Fig. 1: run 1, pin map
Pins as bars across the die edge, other pins in gray.
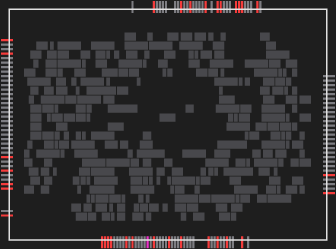
Fig. 2: run 1, logic cells by family
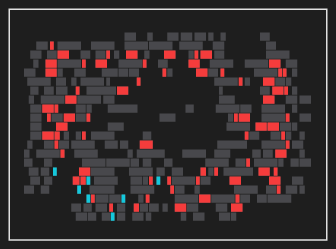
Fig. 3: run 1, PDN straps and rails
Pins as bars on the die edge.
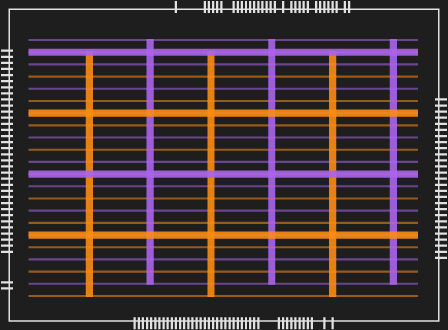
Fig. 4: run 1, clock wiring as the flow saved it
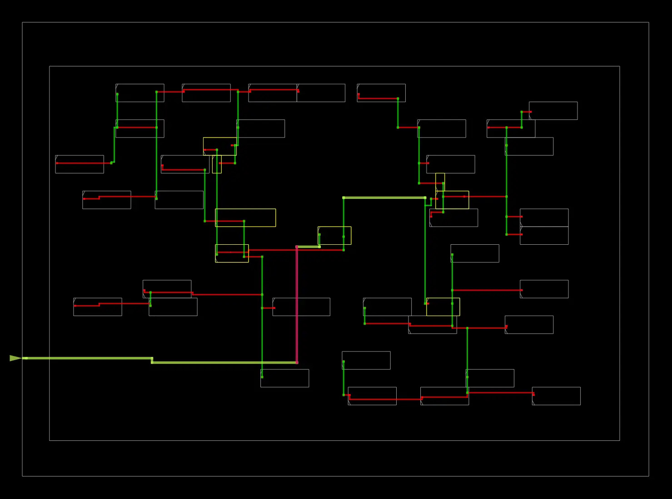
### src/rtl/ysyx_25050141_pkg.sv
// Shared types and defaults for the instruction-memory responder slice.
// Latency: n/a (declarations only).
// Backpressure: n/a.
package ysyx_25050141_pkg;

   localparam int ysyx_25050141_INSTR_WIDTH = 32;
   localparam int ysyx_25050141_PC_WIDTH    = 32;

   // Legal fetch window: [MEM_BASE_DEF, MEM_BASE_DEF + MEM_SIZE_DEF)
   localparam logic [31:0] MEM_BASE_DEF = 32'h8000_0000;
   localparam logic [31:0] MEM_SIZE_DEF = 32'h0800_0000;

   typedef enum logic [1:0] {
      IDLE = 2'd0,
      WAIT = 2'd1,
      RESP = 2'd2
   } imem_state_e;

endpackage

### src/rtl/ysyx_25050141_imem_resp_if.sv
// Fetch request/response bundle between the fetch stage (master) and the imem responder (slave).
// Latency: n/a (wires only).
// Backpressure: valid/ready on both request and response channels.
interface ysyx_25050141_imem_resp_if #(
   parameter int ADDR_W = 32,
   parameter int DATA_W = 32
);
   logic              req_valid;
   logic              req_ready;
   logic [ADDR_W-1:0] req_addr;
   logic              rsp_valid;
   logic              rsp_ready;
   logic [DATA_W-1:0] rsp_data;
   logic              rsp_err;

   modport master (
      output req_valid, req_addr, rsp_ready,
      input  req_ready, rsp_valid, rsp_data, rsp_err
   );

   modport slave (
      input  req_valid, req_addr, rsp_ready,
      output req_ready, rsp_valid, rsp_data, rsp_err
   );
endinterface

### src/rtl/ysyx_25050141_Reg.sv
// Generic enable register with synchronous active-high reset.
// Latency: 1 cycle from din to dout when wen is high.
// Backpressure: none; holds value while wen is low.
// Ports: clk, rst, din/dout (WIDTH bits), wen.
module ysyx_25050141_Reg #(
   parameter int               WIDTH     = 1,
   parameter logic [WIDTH-1:0] RESET_VAL = '0
) (
   input  logic             clk,
   input  logic             rst,
   input  logic [WIDTH-1:0] din,
   output logic [WIDTH-1:0] dout,
   input  logic             wen
);
   always_ff @(posedge clk) begin
      if (rst) begin
         dout <= RESET_VAL;
      end else if (wen) begin
         dout <= din;
      end
   end
endmodule

### src/rtl/ysyx_25050141_lat_cnt.sv
// 4-bit loadable down-counter that flags the last wait cycle of a fetch.
// Latency: load takes effect next cycle; done is combinational on the count.
// Backpressure: none; counts only while dec is high.
// Ports: clk, rst, load/load_val (start value), dec (count down), done (count==1).
module ysyx_25050141_lat_cnt (
   input  logic       clk,
   input  logic       rst,
   input  logic       load,
   input  logic [3:0] load_val,
   input  logic       dec,
   output logic       done
);
   logic [3:0] cnt_q;
   logic [3:0] cnt_d;

   // Load wins over decrement: a fresh accept always restarts the count.
   assign cnt_d = load ? load_val : (cnt_q - 4'd1);

   ysyx_25050141_Reg #(.WIDTH(4), .RESET_VAL(4'd0)) u_cnt (
      .clk  (clk),
      .rst  (rst),
      .din  (cnt_d),
      .dout (cnt_q),
      .wen  (load | dec)
   );

   // count==1 is the last WAIT cycle; the FSM moves to RESP on this edge.
   assign done = (cnt_q == 4'd1);
endmodule

### src/rtl/ysyx_25050141_imem_resp.sv
// Instruction-memory responder: one fetch at a time, word returned after LATENCY cycles.
// Latency: rsp_valid rises LATENCY (1..15) cycles after the accept cycle.
// Backpressure: single outstanding request; RESP holds outputs frozen until rsp_ready.
// Ports: clk, rst (sync, active high); bus (slave side of the fetch interface);
//        mem_rd_en/mem_rd_addr/mem_rd_data: combinational backing-store lookup,
//        pulsed exactly once per legal accepted fetch, in the accept cycle.
module ysyx_25050141_imem_resp
   import ysyx_25050141_pkg::*;
#(
   parameter int                LATENCY  = 1,
   parameter int                ADDR_W   = ysyx_25050141_PC_WIDTH,
   parameter int                DATA_W   = ysyx_25050141_INSTR_WIDTH,
   parameter logic [ADDR_W-1:0] MEM_BASE = ADDR_W'(MEM_BASE_DEF),
   parameter logic [ADDR_W-1:0] MEM_SIZE = ADDR_W'(MEM_SIZE_DEF)
) (
   input  logic                clk,
   input  logic                rst,
   ysyx_25050141_imem_resp_if.slave bus,
   output logic                mem_rd_en,
   output logic [ADDR_W-1:0]   mem_rd_addr,
   input  logic [DATA_W-1:0]   mem_rd_data
);
   // One extra bit so BASE+SIZE cannot wrap at the top of the address space.
   localparam logic [ADDR_W:0] ADDR_LIMIT = {1'b0, MEM_BASE} + {1'b0, MEM_SIZE};

   imem_state_e       state_q;
   imem_state_e       state_d;
   logic [1:0]        state_raw;
   logic              accept;
   logic              addr_err;
   logic              cnt_done;
   logic [DATA_W-1:0] data_q;
   logic              err_q;

   assign accept   = bus.req_valid & bus.req_ready;
   assign addr_err = (|bus.req_addr[1:0])
                   | (bus.req_addr < MEM_BASE)
                   | ({1'b0, bus.req_addr} >= ADDR_LIMIT);

   // Backing store is only touched for legal fetches, never for faulting ones.
   assign mem_rd_en   = accept & ~addr_err;
   assign mem_rd_addr = bus.req_addr;

   ysyx_25050141_Reg #(.WIDTH(2), .RESET_VAL(IDLE)) u_state (
      .clk  (clk),
      .rst  (rst),
      .din  (state_d),
      .dout (state_raw),
      .wen  (1'b1)
   );
   assign state_q = imem_state_e'(state_raw);

   // Word is captured at accept; only loaded again on the next accept,
   // so it holds across the handshake until a new fetch replaces it.
   ysyx_25050141_Reg #(.WIDTH(DATA_W), .RESET_VAL('0)) u_data (
      .clk  (clk),
      .rst  (rst),
      .din  (addr_err ? '0 : mem_rd_data),
      .dout (data_q),
      .wen  (accept)
   );

   ysyx_25050141_Reg #(.WIDTH(1), .RESET_VAL(1'b0)) u_err (
      .clk  (clk),
      .rst  (rst),
      .din  (addr_err),
      .dout (err_q),
      .wen  (accept)
   );

   ysyx_25050141_lat_cnt u_lat_cnt (
      .clk      (clk),
      .rst      (rst),
      .load     (accept),
      .load_val (4'(LATENCY - 1)),
      .dec      (state_q == WAIT),
      .done     (cnt_done)
   );

   always_comb begin
      state_d = state_q;
      case (state_q)
         IDLE: if (accept)        state_d = (LATENCY == 1) ? RESP : WAIT;
         WAIT: if (cnt_done)      state_d = RESP;
         RESP: if (bus.rsp_ready) state_d = IDLE;
         default:                 state_d = IDLE;
      endcase
   end

   assign bus.req_ready = (state_q == IDLE) & ~rst;
   assign bus.rsp_valid = (state_q == RESP);
   assign bus.rsp_data  = data_q;
   assign bus.rsp_err   = err_q;
endmodule

### src/flat_wrapper.sv
// flat-port wrapper written by rule: the top's interface ports become plain ports
module ysyx_25050141_imem_resp_flat import ysyx_25050141_pkg::*;
#(
   parameter int                LATENCY  = 1,
   parameter int                ADDR_W   = ysyx_25050141_PC_WIDTH,
   parameter int                DATA_W   = ysyx_25050141_INSTR_WIDTH,
   parameter logic [ADDR_W-1:0] MEM_BASE = ADDR_W'(MEM_BASE_DEF),
   parameter logic [ADDR_W-1:0] MEM_SIZE = ADDR_W'(MEM_SIZE_DEF)
)
  (clk, rst, mem_rd_en, mem_rd_addr, mem_rd_data, bus_req_valid, bus_req_addr, bus_rsp_ready, bus_req_ready, bus_rsp_valid, bus_rsp_data, bus_rsp_err);
  ysyx_25050141_imem_resp_if #(.ADDR_W(ADDR_W), .DATA_W(DATA_W)) bus_i ();
  input  logic clk;
  input  logic rst;
  output logic mem_rd_en;
  output logic [ADDR_W-1:0] mem_rd_addr;
  input  logic [DATA_W-1:0] mem_rd_data;
  input wire logic [$bits(bus_i.req_valid)-1:0] bus_req_valid;
  input wire logic [$bits(bus_i.req_addr)-1:0] bus_req_addr;
  input wire logic [$bits(bus_i.rsp_ready)-1:0] bus_rsp_ready;
  output wire logic [$bits(bus_i.req_ready)-1:0] bus_req_ready;
  output wire logic [$bits(bus_i.rsp_valid)-1:0] bus_rsp_valid;
  output wire logic [$bits(bus_i.rsp_data)-1:0] bus_rsp_data;
  output wire logic [$bits(bus_i.rsp_err)-1:0] bus_rsp_err;
  assign bus_i.req_valid = bus_req_valid;
  assign bus_i.req_addr = bus_req_addr;
  assign bus_i.rsp_ready = bus_rsp_ready;
  assign bus_req_ready = bus_i.req_ready;
  assign bus_rsp_valid = bus_i.rsp_valid;
  assign bus_rsp_data = bus_i.rsp_data;
  assign bus_rsp_err = bus_i.rsp_err;
  ysyx_25050141_imem_resp #(.LATENCY(LATENCY), .ADDR_W(ADDR_W), .DATA_W(DATA_W), .MEM_BASE(MEM_BASE), .MEM_SIZE(MEM_SIZE)) u_core (.clk(clk), .rst(rst), .bus(bus_i), .mem_rd_en(mem_rd_en), .mem_rd_addr(mem_rd_addr), .mem_rd_data(mem_rd_data));
endmodule
### config.mk
export PLATFORM = sky130hd
export DESIGN_NAME = ysyx_25050141_imem_resp_flat
export DESIGN_NICKNAME = d
export VERILOG_FILES = /design/src/rtl/ysyx_25050141_pkg.sv /design/src/rtl/ysyx_25050141_imem_resp_if.sv /design/src/rtl/ysyx_25050141_Reg.sv /design/src/rtl/ysyx_25050141_lat_cnt.sv /design/src/rtl/ysyx_25050141_imem_resp.sv /design/src/flat_wrapper.sv
export SDC_FILE = /design/constraint.sdc
export NUM_CORES = 1
export LEC_CHECK = 0
export ABC_AREA = 1
export ABC_CLOCK_PERIOD_IN_PS = 1300
export CORE_ASPECT_RATIO = 0.7
export CORE_MARGIN = 4
export CORE_UTILIZATION = 34
export CTS_CLUSTER_DIAMETER = 60
export DETAILED_ROUTE_END_ITERATION = 8
export PLACE_DENSITY = 0.8
export SETUP_SLACK_MARGIN = 0.02
export SYNTH_ARGS = -nofsm -noshare
export SYNTH_HDL_FRONTEND = slang
export SYNTH_SLANG_ARGS = --single-unit
export TNS_END_PERCENT = 100
### constraint.sdc
create_clock -name clk -period 1.3 [get_ports clk]
set_input_delay 0.26 -clock clk [delete_from_list [all_inputs] [get_ports clk]]
set_output_delay 0.26 -clock clk [all_outputs]
set_load 0.03 [all_outputs]
==> COMMIT_EDITMSG, run 1 <==
Update PnR metrics after Yosys + OpenROAD run

- The run finished, with violations left.
- Violations in the final reports: negative setup slack
- FF/Latch Area: 684 um2
- For the worst reg-to-reg path, the startpoint reported by OpenROAD is u_core.u_state.dout[1].
- Number of logic gates: 110
* Largest net degree at the start of global routing: 20
- Of the combinational cells, the family taking the most area is simple AND/OR/NAND/NOR gates.
- The cell-mix breakdown from Yosys lists the compound-gate area share as 13.4%.
* Number of signal-net inverters in the final layout: 7
* Proportion of register bits with asynchronous set or reset after synthesis: 0%
* OpenROAD warnings: 29
- The register with the most flip-flops in the layout has 32 of them.
* Count of standard-cell rows: 21
- The worst register-to-register path depth is 7.
- Root buffer cell: clkbuf_8
- Met3 wire length: 491 um
* TritonCTS clock tree: yes
- The final timing report counts setup violations totalling 17.
- Slack of the critical path: -0.217 ns
- Post-CTS repair changed the size of 61 cells.
- Crit path largest cell delay: 0.42 ns
* Tap cell count: 69
- Simple share: 28.3%
* Final antenna diode count: 0
- In this run the layout overhead on the synthesized area is reported as 42.3%.
- Per the TritonCTS log, the buffer count is 5.
- Tightest Hold Check Type: reg -> reg
- Global routing met2 resource utilization: 20.4%
- The cell type that accounts for the most area after synthesis is dfxtp_1.
- Setup slack on the worst path after placement came out at -0.308 ns.
About Fig. 1:
bus_req_addr: marked red, pins 32, direction input, edge 13 bottom, 10 top, 7 left, 2 right. bus_req_ready: marked magenta, pins 1, direction output, edge bottom.
All pins by edge: 42 bottom, 36 left, 31 top, 27 right.
count of buffers from port buffering: 85
die x size: 95.5 um
height of the die: 69.3 um

About Fig. 2:
inverters: marked cyan, cells 7, where lower left. NAND gates: marked red, cells 72.
Non-Filler Instances: 328
multi-input gate share of the layout cell area: 31.6%

About Fig. 3:
VDD: marked purple. VSS: marked orange.
22 met1 rails follow the rows. The core has 21 rows. 6 straps on met4.
Max rail drop VDD: 0.354 mV
Core Box Area: 4970 um2

About Fig. 4:
number of sequential cells in the layout: 34
clock insertion delay at the later pin of the skew report: 0.27 ns
worst clock skew: 0.00237 ns

run 1: power by group:
part	switching (mW)	internal (mW)	total [mW]
combinational	0.175	0.176	0.352
clock	0.369	0.496	0.865
sequential	0.00749	1.05	1.06
total	0.552	1.72	2.27
run 1: how the worst min path moves through the flow:
stage / start / end / cells after the start / slack [ns]
5_1_grt: rst / u_core.u_data.dout[21] / 3 / 0.48
4_1_cts: u_core.u_data.dout[0] / u_core.u_data.dout[0] / 2 / 0.47
2_1_floorplan: bus_rsp_ready / u_core.u_state.dout[1] / 1 / 0.35
3_3_place_gp: u_core.u_data.dout[1] / u_core.u_data.dout[1] / 2 / 0.45
3_5_place_dp: u_core.u_data.dout[1] / u_core.u_data.dout[1] / 2 / 0.46
6_report: u_core.u_data.dout[17] / u_core.u_data.dout[17] / 2 / 0.47
==> inputs of run 2 (changes only) <==
--- a/config.mk
+++ b/config.mk
@@ -17,4 +17,4 @@
 export SYNTH_ARGS = -nofsm -noshare
 export SYNTH_HDL_FRONTEND = slang
 export SYNTH_SLANG_ARGS = --single-unit
-export TNS_END_PERCENT = 100
+export TNS_END_PERCENT = 1
==> COMMIT_EDITMSG, run 2 <==
Update PnR metrics after Yosys + OpenROAD run

- Dominant non-sequential cell family after synthesis: simple AND/OR/NAND/NOR gates
- Clock share of power: 38.2% (about the same)
* Largest Pwr Group: registers
- Simple share: 28.3% (unchanged)
* Post-Synth Adder-Cell Area: 0%
- TritonCTS built the clock tree.
- Count of standard-cell rows: 21 (unchanged)
- Final antenna diode count: 0 (unchanged)
- The switching portion of total power is 24.2% (-0.083 points).
* Status: complete, but fails checks
- The switching power was 547 uW (-0.77%).
* Cell type with the largest total area after synthesis: dfxtp_1
- Die x size: 95.5 um (unchanged)
- The combinational cell power was 344 uW (-2%).
- The clock network power is 863 uW (about the same).
- Clock insertion delay at the later pin of the skew report: 0.28 ns (about the same)
- Count of buffers from port buffering: 85 (unchanged)
- Root buffer cell: clkbuf_8
* OpenROAD warnings: 29 (unchanged)
* Pre-CTS setup slack: -0.308 ns (unchanged)
- Int Pwr: 1.71 mW (-0.33%)
- Global routing met2 resource utilization: 20.4% (unchanged)
- The total setup violations reported at the end of the flow is 1 (-16).
- The largest net degree at the start of global routing was 20 (unchanged).
- For the worst reg-to-reg path, the endpoint reported by OpenROAD is u_core.u_data.dout[31].
- FF/Latch Area: 684 um2 (unchanged)
- The fraction of registers with async set or reset after synthesis was 0% (unchanged).
- The met3 wire length is 525 um (+6.9%).
* Complex Gates by Area: 13.4% (unchanged)
- Part of the power in combinational logic: 15.2% (-0.3 points)
* Height of the die: 69.3 um (unchanged)
- Power dissipated in sequential cells: 1.06 mW (about the same)
- Start of the worst register-to-register path: u_core.u_state.dout[1]
- The flip-flop count of the largest register, all copies and words added was 32 (unchanged).
* Non-Filler Instances: 325 (-0.91%)
- The min-delay analysis places its worst path in the category reg -> reg.
* Slack of the critical path: -0.217 ns (+0.0000100 ns)
* Cell resize tally after clock tree synthesis: 61 (unchanged)
- Core Box Area: 4970 um2 (unchanged)
* Violations in the final reports: negative setup slack
## run 2: how the worst min path moves through the flow
stage,from,endpoint,depth (start not counted)
6_report,u_core.u_data.dout[17],u_core.u_data.dout[17],2
3_3_place_gp,u_core.u_data.dout[1],u_core.u_data.dout[1],2
3_5_place_dp,u_core.u_data.dout[1],u_core.u_data.dout[1],2
2_1_floorplan,bus_rsp_ready,u_core.u_state.dout[1],1
4_1_cts,u_core.u_data.dout[0],u_core.u_data.dout[0],2
5_1_grt,rst,u_core.u_data.dout[21],3
## run 2: area by class of cell
type / count / share of cell area (%)
tap: 69 / 3.44
inverter: 7 / 1.05
timing repair buffer: 97 / 31.9
clock buffer: 8 / 4.04
sequential: 34 / 27.3
multi-input combinational: 110 / 32.2
Fig. 5: run 2, PDN straps and rails
Pins as bars on the die edge.
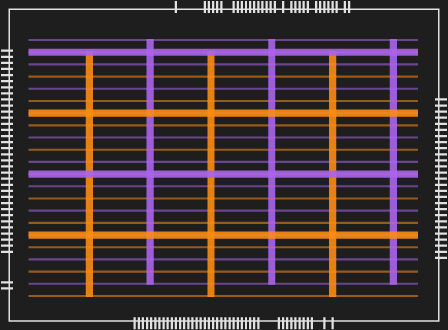
VDD: marked purple. VSS: marked orange.
22 met1 rails follow the rows. 6 straps on met4.
Max rail drop VDD: 0.353 mV

Fig. 6: run 2, clock wiring as the flow saved it
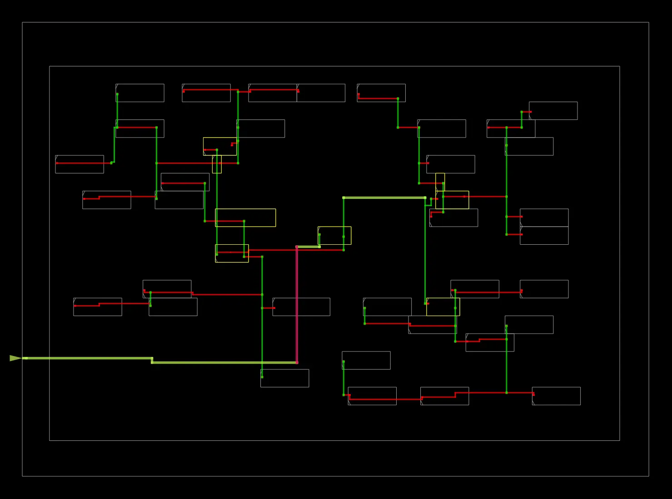
clock buffers created by TritonCTS: 5
worst clock skew: 0.00283 ns
TritonCTS Sinks: 34
clock buffer count in the final layout: 8

==> inputs of run 3 (changes only) <==
--- a/config.mk
+++ b/config.mk
@@ -7,7 +7,7 @@
 export LEC_CHECK = 0
 export ABC_AREA = 1
 export ABC_CLOCK_PERIOD_IN_PS = 1300
-export CORE_ASPECT_RATIO = 0.7
+export CORE_ASPECT_RATIO = 0.6
 export CORE_MARGIN = 4
 export CORE_UTILIZATION = 34
 export CTS_CLUSTER_DIAMETER = 60
==> COMMIT_EDITMSG, run 3 <==
Update PnR metrics after Yosys + OpenROAD run

- The filler-free cell count of the finished design was 321 (-1.2%).
- Clock buffer count in the final layout: 6 (-2)
* Largest net degree at the start of global routing: 26 (+30%)
- Met3 wire length: 560 um (+6.7%)
* Clock group power: 812 uW (-5.9%)
* Setup violation total in the final timing report: 1 (unchanged)
* Non-clock buffer share: 33.3% (+1.3 points)
- Clock share of power: 36.6% (-1.6 points)
- The combinational cell power came to 349 uW (+1%).
* Switch share: 25.9% (+1.7 points)
- Sequential portion of the cell area: 26.5% (-0.84 points)
- The post-placement setup slack is -0.318 ns (-0.0105 ns).
* Number of sequential cells in the layout: 34 (unchanged)
* Multi-input gate share of the layout cell area: 32.4% (+0.16 points)
- Number of logic gates: 110 (unchanged)
- Proportion of register bits with asynchronous set or reset after synthesis: 0% (unchanged)
- Root buffer cell: clkbuf_8
* Final antenna diode count: 0 (unchanged)
* Tap cell count: 66 (-4.3%)
- The count of warning messages emitted by the tools is 29 (unchanged).
* Status: complete, but fails checks
- Worst clock skew: 0.00217 ns (-0.000662 ns)
- Core Box Area: 5130 um2 (+3.3%)
- Slack of the critical path: -0.126 ns (+0.0913 ns)
* Violations in the final reports: negative setup slack
==> run 3: cell types whose count changed in the layout (fill, tap and decap cells not counted), moves of 3 or more <==
cell | before | now
dlymetal6s2s_1 | 0 | 6
clkdlybuf4s15_1 | 0 | 3
a21oi_2 | 24 | 29
clkdlybuf4s15_2 | 0 | 4
a21oi_1 | 8 | 3
clkdlybuf4s50_1 | 36 | 33
dlygate4sd2_1 | 5 | 2
clkbuf_2 | 30 | 23
==> run 3: cells by family after synthesis <==
| logic type | share of synthesized area, % |
|---|---|
| flip-flops | 37.3 |
| buffers and inverters | 21.0 |
| AND/OR/NAND/NOR | 28.3 |
| AND-OR/OR-AND | 13.4 |
Fig. 7: run 3, PDN straps and rails
Pins as bars on the die edge.
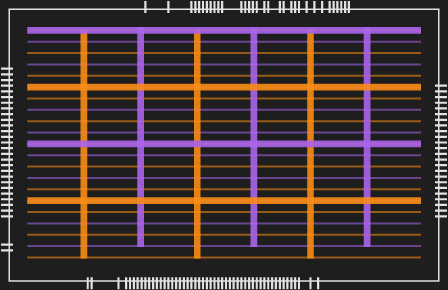
VSS: marked orange. VDD: marked purple.
The core has 20 rows. 21 met1 rails follow the rows.
height of the die: 64.7 um
Max rail drop VDD: 0.331 mV

Fig. 8: run 3, the metal 1 layer
Supply wires on this layer in gray.
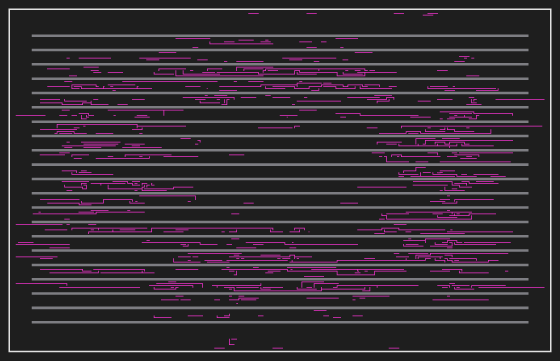
The longest straight run is 26.7 um. The wires run mostly horizontal.
Total Wirelength: 4.72 mm
Via Count: 1,487

Power figures rest on the tool's default switching activity, not on a simulated workload.
